### Placed cells, one colour a class

Scale: 4 px per um. Fill, decap, tap and diode cells in grey.
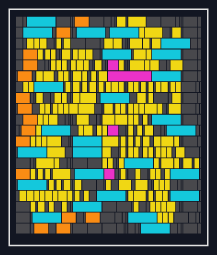
### Clock distribution

Scale: 10 px per um.
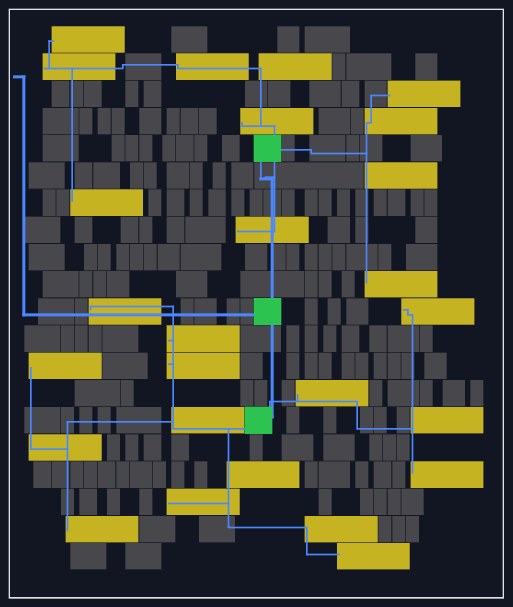
### Supply network

Scale: 6 px per um. Pins as bars on the die edge.
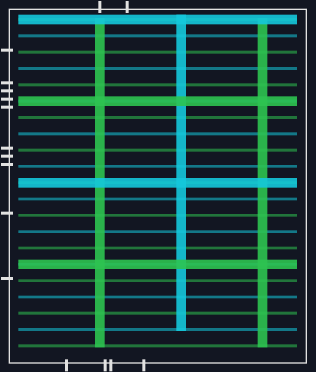
### Placement view

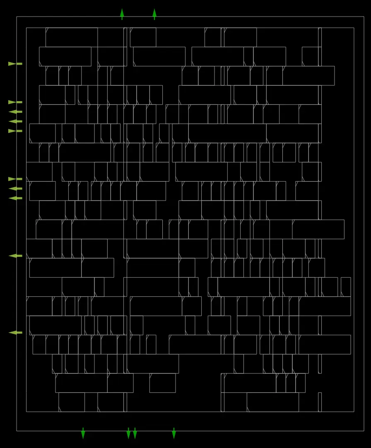
==> config.mk <==
export PLATFORM = sky130hd
export DESIGN_NAME = scan_ctl
export DESIGN_NICKNAME = d
export VERILOG_FILES = /design/src/rtl/led_pkg.sv /design/src/rtl/sclk_gen.sv /design/src/rtl/scan_ctl.sv
export SDC_FILE = /design/constraint.sdc
export NUM_CORES = 1
export LEC_CHECK = 0
export ABC_AREA = 1
export CORE_ASPECT_RATIO = 1.2
export CORE_UTILIZATION = 55
export DETAILED_ROUTE_END_ITERATION = 6
export HOLD_SLACK_MARGIN = 0.03
export PLACE_DENSITY_LB_ADDON = 0.12
export SYNTH_ARGS = -nofsm -noshare
export SYNTH_HDL_FRONTEND = slang
export SYNTH_HIERARCHICAL = 1
export SYNTH_SLANG_ARGS = --single-unit
==> constraint.sdc <==
create_clock -name clk -period 3.8 [get_ports clk]
set_clock_uncertainty 0.2 [all_clocks]
set_input_delay 0.76 -clock clk [delete_from_list [all_inputs] [get_ports clk]]
set_output_delay 0.76 -clock clk [all_outputs]
set_load 0.05 [all_outputs]
==> impl_metrics.yaml <==
# generated from flow reports
die:
  fp_util: 0.583
  die_area_um2: 2890
  die_h_um: 58.7
  io-pin-count: 16
clocking:
  post_cts_resized: 0
  cts_hold_buf: 0
  clock_path_buffers: 2
  post_cts_buffers: 0
  clk_pin_slew_ps: 130
cells_and_area:
  clock_cell_area_share: 0.0313
  nClkBuffers: 3
  antenna_cells: 0
  buf_share: 0.0894
  logic_gate_count: 147
  lay_top_count: "nand2_1"
synth:
  yosys.area_share.simple: 0.374
  synthTopLogicFamily: "simple AND/OR/NAND/NOR gates"
  ys_area_um2: 1470
  avgSynthCellArea_um2: 6.99
  ys_sh_aoi: 0.0450
  synthArstFlopShare: 0
  yosys_warnings: 6
  netlist_area_um2: 1470
  topCellsByArea: "dfxtp_1 35%, nand2_1 10%, nor2_1 9.7%"
global_route:
  grt.overflow.total: 0
  grt_pass1_vias: 1156
  met3_usage: 0.0233
  antenna_found_initial: 0
pwr:
  p_seq_frac: 0.560
  power.density_nw_per_um2: 295
drt:
  routedWlPerCell_um: 10.0
  drc_errors: 0
  vias_per_cell: 4.77
sta:
  finalHoldViolations: 0
  setup_viol_count_final: 0
  slew_headroom: 0.662
  clock.fmax_mhz: 310
  fin_tns_setup_ps: 0
critical_path:
  arrival_ps: 2270
  end_kind: "primary output"
place:
  place_ws_ps: 938
hold_path:
  min_path_type: "flop to flop"
outcome:
  status: "finished clean"
-- 'Placed cells, one colour a class' (at the start) --
clock drivers and dummy loads: shown in magenta, cells 4, share of their area 3.2%. combinational and other logic: shown in yellow, cells 182, share of their area 56%. sequential cells: shown in cyan, cells 26, share of their area 32%. remaining buffers and delay cells: shown in orange, cells 15, share of their area 9.2%.
Seq area share: 0.310
row cnt: 20
design area: 1680 um2

-- 'Clock distribution' (at the start) --
clock drivers: shown in green, count 3. flip-flops: shown in yellow, count 26. clock wires: shown in blue, length 303 um.
Position of the flops: all over the die.
clk_lat worst skew: 330 ps
clock network power: 0.000189 W
Clock power frac: 0.382

-- 'Supply network' (at the start) --
VSS: shown in green. VDD: shown in cyan.
The core has 20 rows. 3 straps on met4. 21 met1 rails follow the rows. 16 signal pins sit on the boundary.
Max IR drop VDD: 0.200 mV
core box area: 2530 um2

-- 'Placement view' (at the start) --
Finished Layout Cells: 260
flip-flops: 26
Tapcell Cnt: 33

Power and IR drop assume default switching activity.
